===== src/rtl/video_pkg.sv =====
`default_nettype none
// ============================================================================
// Module      : video_pkg
// Description : Shared video types: test-pattern and scheduler-state enums,
//               active-area dimensions and a bit-replication helper.
// Revision    : 1.0 - initial release
// ============================================================================
package video_pkg;

    typedef enum logic [1:0] {
        PAT_GRID  = 2'd0,
        PAT_BARS  = 2'd1,
        PAT_WHITE = 2'd2,
        PAT_RAMP  = 2'd3
    } pattern_e;

    typedef enum logic [0:0] {
        ST_AUTO   = 1'b0,
        ST_MANUAL = 1'b1
    } sched_state_e;

    localparam int H_ACTIVE = 640;
    localparam int V_ACTIVE = 480;

    // Widen a single colour term to a full 4-bit channel.
    function automatic logic [3:0] rep4(input logic b);
        return {4{b}};
    endfunction

endpackage
`default_nettype wire


===== src/rtl/btn_debounce.sv =====
`default_nettype none
// ============================================================================
// Module      : btn_debounce
// Description : Two-flop synchroniser followed by a stability counter. The
//               synchronised level must differ from the accepted level for
//               DEBOUNCE_CYCLES consecutive cycles before it is taken; an
//               accepted 0->1 change produces a single-cycle pulse.
// Revision    : 1.0 - initial release
// ============================================================================
module btn_debounce #(
    parameter int unsigned DEBOUNCE_CYCLES = 250000
) (
    input  logic clk,
    input  logic reset,
    input  logic btn_in,
    output logic pulse
);

    localparam int unsigned       CNT_W    = $clog2(DEBOUNCE_CYCLES + 1);
    localparam logic [CNT_W-1:0]  CNT_LAST = CNT_W'(DEBOUNCE_CYCLES - 1);

    logic             r_sync1_q, r_sync2_q;
    logic             r_level_q, w_level_d;
    logic [CNT_W-1:0] r_cnt_q,   w_cnt_d;
    logic             r_pulse_q, w_pulse_d;

    // Count consecutive cycles of disagreement; accept the new level at the limit.
    always_comb begin
        w_level_d = r_level_q;
        w_cnt_d   = '0;
        w_pulse_d = 1'b0;
        if (r_sync2_q != r_level_q) begin
            if (r_cnt_q == CNT_LAST) begin
                w_level_d = r_sync2_q;
                w_pulse_d = r_sync2_q;
            end else begin
                w_cnt_d = r_cnt_q + 1'b1;
            end
        end
    end

    // Synchroniser chain and debounce state.
    always_ff @(posedge clk) begin
        if (reset) begin
            r_sync1_q <= 1'b0;
            r_sync2_q <= 1'b0;
            r_level_q <= 1'b0;
            r_cnt_q   <= '0;
            r_pulse_q <= 1'b0;
        end else begin
            r_sync1_q <= btn_in;
            r_sync2_q <= r_sync1_q;
            r_level_q <= w_level_d;
            r_cnt_q   <= w_cnt_d;
            r_pulse_q <= w_pulse_d;
        end
    end

    assign pulse = r_pulse_q;

endmodule
`default_nettype wire


===== src/rtl/pattern_scheduler.sv =====
`default_nettype none
// ============================================================================
// Module      : pattern_scheduler
// Description : Draws one of NUM_PATTERNS test patterns over the video sync
//               generator timing, with sync delayed to stay aligned with the
//               registered colour. Pattern advances are requested by a
//               debounced button or, with AUTO_CYCLE_EN defined, by an
//               auto-advance frame counter; they are committed only on the
//               rising edge of vsync_in.
//               Macro AUTO_CYCLE_EN: enables AUTO mode and the btn_mode toggle.
//               Without it the scheduler is fixed in MANUAL.
// Revision    : 1.0 - initial release
// ============================================================================
module pattern_scheduler
    import video_pkg::*;
#(
    parameter int unsigned NUM_PATTERNS       = 4,
    parameter int unsigned FRAMES_PER_PATTERN = 120,
    parameter int unsigned DEBOUNCE_CYCLES    = 250000
) (
    input  logic       clk,
    input  logic       reset,
    input  logic       hsync_in,
    input  logic       vsync_in,
    input  logic       display_on,
    input  logic [9:0] hpos,
    input  logic [9:0] vpos,
    input  logic       btn_next,
    input  logic       btn_mode,
    output logic       hsync,
    output logic       vsync,
    output logic [3:0] VGA_R,
    output logic [3:0] VGA_G,
    output logic [3:0] VGA_B,
    output logic [1:0] pattern_idx,
    output logic       auto_mode,
    output logic       frame_start
);

    localparam logic [1:0] LAST_IDX = 2'(NUM_PATTERNS - 1);

    logic       w_next_pulse;
    logic       w_auto_req;
    logic       w_auto_mode;
    logic       w_frame_edge;
    logic       w_req;

    logic       r_vsync_prev_q;
    logic       r_hsync_q, r_vsync_q, r_frame_start_q;
    pattern_e   r_pattern_q, w_pattern_d;
    logic       r_pending_q, w_pending_d;
    logic [3:0] r_vga_r_q, w_vga_r_d;
    logic [3:0] r_vga_g_q, w_vga_g_d;
    logic [3:0] r_vga_b_q, w_vga_b_d;

    btn_debounce #(
        .DEBOUNCE_CYCLES (DEBOUNCE_CYCLES)
    ) u_next_db (
        .clk    (clk),
        .reset  (reset),
        .btn_in (btn_next),
        .pulse  (w_next_pulse)
    );

    assign w_frame_edge = vsync_in & ~r_vsync_prev_q;

`ifdef AUTO_CYCLE_EN
    localparam int unsigned      FCNT_W    = (FRAMES_PER_PATTERN > 1) ? $clog2(FRAMES_PER_PATTERN) : 1;
    localparam logic [FCNT_W-1:0] FCNT_LAST = FCNT_W'(FRAMES_PER_PATTERN - 1);

    logic              w_mode_pulse;
    sched_state_e      r_state_q, w_state_d;
    logic [FCNT_W-1:0] r_frame_cnt_q, w_frame_cnt_d;

    btn_debounce #(
        .DEBOUNCE_CYCLES (DEBOUNCE_CYCLES)
    ) u_mode_db (
        .clk    (clk),
        .reset  (reset),
        .btn_in (btn_mode),
        .pulse  (w_mode_pulse)
    );

    // Mode toggling and per-pattern frame counting; MANUAL parks the counter at 0.
    always_comb begin
        w_state_d     = r_state_q;
        w_frame_cnt_d = r_frame_cnt_q;
        w_auto_req    = 1'b0;
        if (r_state_q == ST_AUTO) begin
            if (w_mode_pulse) begin
                w_state_d     = ST_MANUAL;
                w_frame_cnt_d = '0;
            end else if (w_frame_edge) begin
                if (r_frame_cnt_q == FCNT_LAST) begin
                    w_auto_req    = 1'b1;
                    w_frame_cnt_d = '0;
                end else begin
                    w_frame_cnt_d = r_frame_cnt_q + 1'b1;
                end
            end
        end else begin
            w_frame_cnt_d = '0;
            if (w_mode_pulse) begin
                w_state_d = ST_AUTO;
            end
        end
    end

    // Scheduler state and frame counter.
    always_ff @(posedge clk) begin
        if (reset) begin
            r_state_q     <= ST_AUTO;
            r_frame_cnt_q <= '0;
        end else begin
            r_state_q     <= w_state_d;
            r_frame_cnt_q <= w_frame_cnt_d;
        end
    end

    assign w_auto_mode = (r_state_q == ST_AUTO);
`else
    // Fixed MANUAL: the mode button and frame budget have no effect.
    logic w_unused_mode;
    assign w_unused_mode = ^{btn_mode, 32'(FRAMES_PER_PATTERN)};
    assign w_auto_req    = 1'b0;
    assign w_auto_mode   = 1'b0;
`endif

    // Requests collapse into pending; a frame edge consumes pending plus any same-cycle request.
    always_comb begin
        w_req       = w_next_pulse | w_auto_req;
        w_pattern_d = r_pattern_q;
        w_pending_d = r_pending_q | w_req;
        if (w_frame_edge) begin
            w_pending_d = 1'b0;
            if (r_pending_q | w_req) begin
                w_pattern_d = (r_pattern_q == LAST_IDX) ? PAT_GRID
                                                        : pattern_e'(r_pattern_q + 2'd1);
            end
        end
    end

    // Colour generation for the current pattern; blank outside active video.
    always_comb begin
        w_vga_r_d = 4'h0;
        w_vga_g_d = 4'h0;
        w_vga_b_d = 4'h0;
        if (display_on) begin
            case (r_pattern_q)
                PAT_GRID: begin
                    w_vga_r_d = rep4((hpos[2:0] == 3'd0) | (vpos[2:0] == 3'd0));
                    w_vga_g_d = rep4(vpos[4]);
                    w_vga_b_d = rep4(hpos[4]);
                end
                PAT_BARS: begin
                    w_vga_r_d = rep4(hpos[9]);
                    w_vga_g_d = rep4(hpos[8]);
                    w_vga_b_d = rep4(hpos[7]);
                end
                PAT_WHITE: begin
                    w_vga_r_d = 4'hF;
                    w_vga_g_d = 4'hF;
                    w_vga_b_d = 4'hF;
                end
                PAT_RAMP: begin
                    w_vga_r_d = hpos[9:6];
                    w_vga_g_d = hpos[9:6];
                    w_vga_b_d = hpos[9:6];
                end
                default: begin
                    w_vga_r_d = 4'h0;
                end
            endcase
        end
    end

    // Output pipeline stage keeping sync and colour aligned, plus pattern bookkeeping.
    always_ff @(posedge clk) begin
        if (reset) begin
            r_vsync_prev_q  <= 1'b0;
            r_hsync_q       <= 1'b0;
            r_vsync_q       <= 1'b0;
            r_frame_start_q <= 1'b0;
            r_pattern_q     <= PAT_GRID;
            r_pending_q     <= 1'b0;
            r_vga_r_q       <= 4'h0;
            r_vga_g_q       <= 4'h0;
            r_vga_b_q       <= 4'h0;
        end else begin
            r_vsync_prev_q  <= vsync_in;
            r_hsync_q       <= hsync_in;
            r_vsync_q       <= vsync_in;
            r_frame_start_q <= w_frame_edge;
            r_pattern_q     <= w_pattern_d;
            r_pending_q     <= w_pending_d;
            r_vga_r_q       <= w_vga_r_d;
            r_vga_g_q       <= w_vga_g_d;
            r_vga_b_q       <= w_vga_b_d;
        end
    end

    // Position bits no pattern looks at.
    logic w_unused_bits;
    assign w_unused_bits = ^{hpos[5], hpos[3], vpos[9:5], vpos[3], 10'(H_ACTIVE), 10'(V_ACTIVE)};

    assign hsync       = r_hsync_q;
    assign vsync       = r_vsync_q;
    assign VGA_R       = r_vga_r_q;
    assign VGA_G       = r_vga_g_q;
    assign VGA_B       = r_vga_b_q;
    assign pattern_idx = r_pattern_q;
    assign auto_mode   = w_auto_mode;
    assign frame_start = r_frame_start_q;

endmodule
`default_nettype wire


===== config.mk =====
export PLATFORM = sky130hd
export DESIGN_NAME = pattern_scheduler
export DESIGN_NICKNAME = d
export VERILOG_FILES = /design/src/rtl/video_pkg.sv /design/src/rtl/btn_debounce.sv /design/src/rtl/pattern_scheduler.sv
export SDC_FILE = /design/constraint.sdc
export NUM_CORES = 1
export LEC_CHECK = 0
export CORE_MARGIN = 2
export CORE_UTILIZATION = 47
export DETAILED_ROUTE_END_ITERATION = 16
export GPL_TIMING_DRIVEN = 0
export PLACE_DENSITY = 0.79
export SLEW_MARGIN = 30
export SYNTH_ARGS = -nofsm -noshare
export SYNTH_HDL_FRONTEND = slang
export SYNTH_SLANG_ARGS = --single-unit

===== constraint.sdc =====
create_clock -name clk -period 2.2 [get_ports clk]
set_clock_uncertainty 0.1 [all_clocks]
set_input_delay 0.55 -clock clk [delete_from_list [all_inputs] [get_ports clk]]
set_output_delay 0.55 -clock clk [all_outputs]
set_load 0.02 [all_outputs]

Fig. 1: signal wires by layer
(4 px per um) Only two layers are drawn.
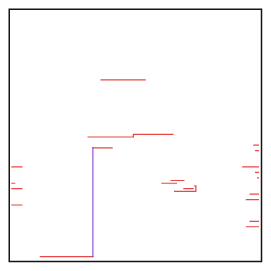
met4: marked purple, wire length 27.2 um. met3: marked red, wire length 92.0 um.
routed len/inst: 11.0 um
Routed WL: 2.92 mm
Global Route Usage Sum: 0.160
total vias in the final route: 1,321

Fig. 2: clock network drawn from the DEF
(8 px per um)
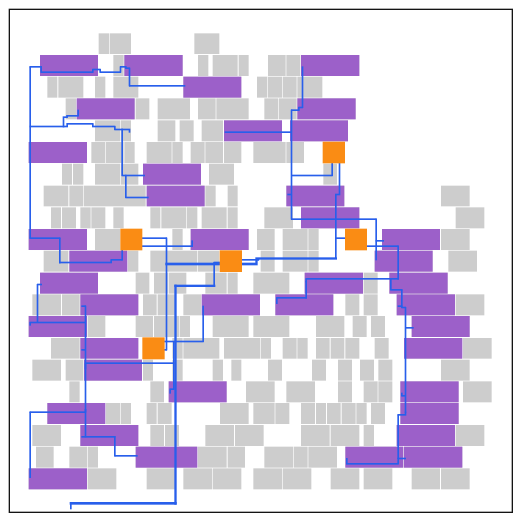
clock wires: marked blue, length 415 um. flip-flops: marked purple, count 40. cells driving clock nets: marked orange, count 5.
There are 6 routed clock nets.
share of power burned in the clock network: 0.283
clock latency on the worst-skew pair: 0.33 ns

==> out/metrics.sh <==
RESULT_OF_THE_RUN='finished, final reports clean'
GRT_ANTENNA_BEFORE_REPAIR=0
FP.DIEW_UM=62.7
P_SW_W=0.000253
MET2ROUTEDLENGTH_MM=1.38
DETAIL-ROUTE-ANTENNA-NETS=0
SEQ_AREA_UM2=802
RSZ0062_AT_GRT='false'
VIAS_PER_STD_CELL=5.00
POSTSYNTHAREAPERCELL_UM2=9.20
SEQ-POWER_W=0.000741
FIRSTDRTPASSITERS=4
SYNTH_LARGEST_TYPE_AREA_FRACTION=0.495
SYNTH-MAIN-FF-CELL='sky130_fd_sc_hd__dfxtp_1'
YS_CELLS=176
IO_PINS=45
CRITICAL_PATH_CELL_COUNT=1
CRIT_REQUIRED_NS=1.55
SIMPLE_GATE_SHARE=0.236
HPWLAFTERDP_MM=2.20
YS_CHIP_AREA_UM2=1620
FINAL-HOLD-VIOLATION-COUNT=0
SYN-INSTANCE-COUNT=176
P_TOTAL_W=0.00116
POWER.SWITCHING_FRACTION=0.218
FINAL_MIN_PERIOD_OVER_CLOCK_PERIOD=0.935
WORST_PATH_MAX_DELAY_CELL='sky130_fd_sc_hd__clkdlybuf4s50_1'
FP.DIEAREA_UM2=3930
WORST_R2R_PATH_DEPTH=5
VDD_DROP_MAX_V=0.000510
WORST_HOLD_PATH.ENDPOINT='u_next_db.r_sync2_q$_SDFF_PP0_'
NUMPLACEDINSTANCES=256
HOLD_PATH_CLASS='flop to flop'
POST_SYNTH_NUM_CELL_TYPES=31
LARGESTCLASSBYAREA='sequential cells'
CRIT_ARRIVAL_NS=1.41
MET1WIRELENGTH_MM=1.42
ROOT_BUFFER='sky130_fd_sc_hd__clkbuf_4'
CRIT_START='pattern_idx[1]$_SDFFE_PP0P_'
STARTPOINT_TYPE='flop'
LEAKAGEPOWER_nW=0.715
GRT_USE_MET1=0.208
HOLD_PATH_DEPTH=1
TAPCELLCOUNT=46
PLACE_WS_NS=0.0720
NUMBER_OF_FLOPS_MAPPED_TO_ENABLE_CELLS_BY_YOSYS=0
YOSYS-DOMINANT-COMB-FAMILY='simple AND/OR/NAND/NOR gates'
SYNTH_WARNINGS=0
FLOORPLAN.CORE_AREA_UM2=3310
REMAINING_DRC_ERRORS=0
Fig. 3: pin map
(6 px per um) Pins as bars across the die edge, other pins in gray.
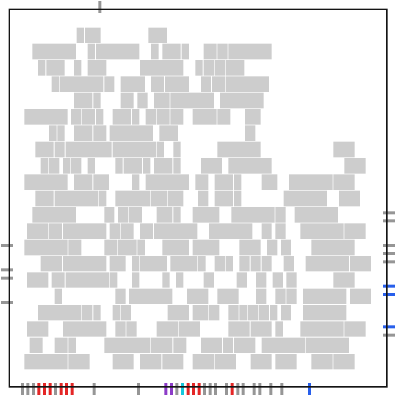
vpos: marked red, pins 10, direction input, edge south. VGA_B: marked blue, pins 4, direction output, edge 3 east, 1 south. pattern_idx: marked purple, pins 2, direction output, edge south. reset: marked cyan, pins 1, direction input, edge south.
All pins by edge: 31 south, 9 east, 4 west, 1 north.

Fig. 4: the clock network
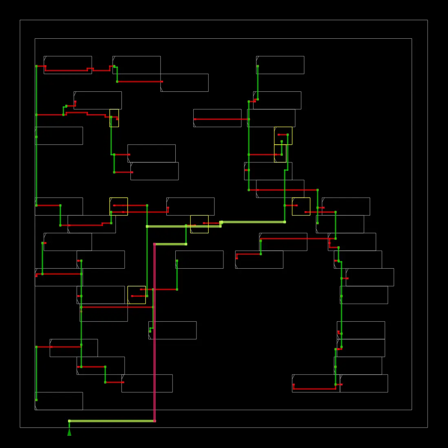
clock sink count: 40
Clock group: 0.000329 W
sequential cells: 40

Power is estimated from default activity; no workload was simulated.
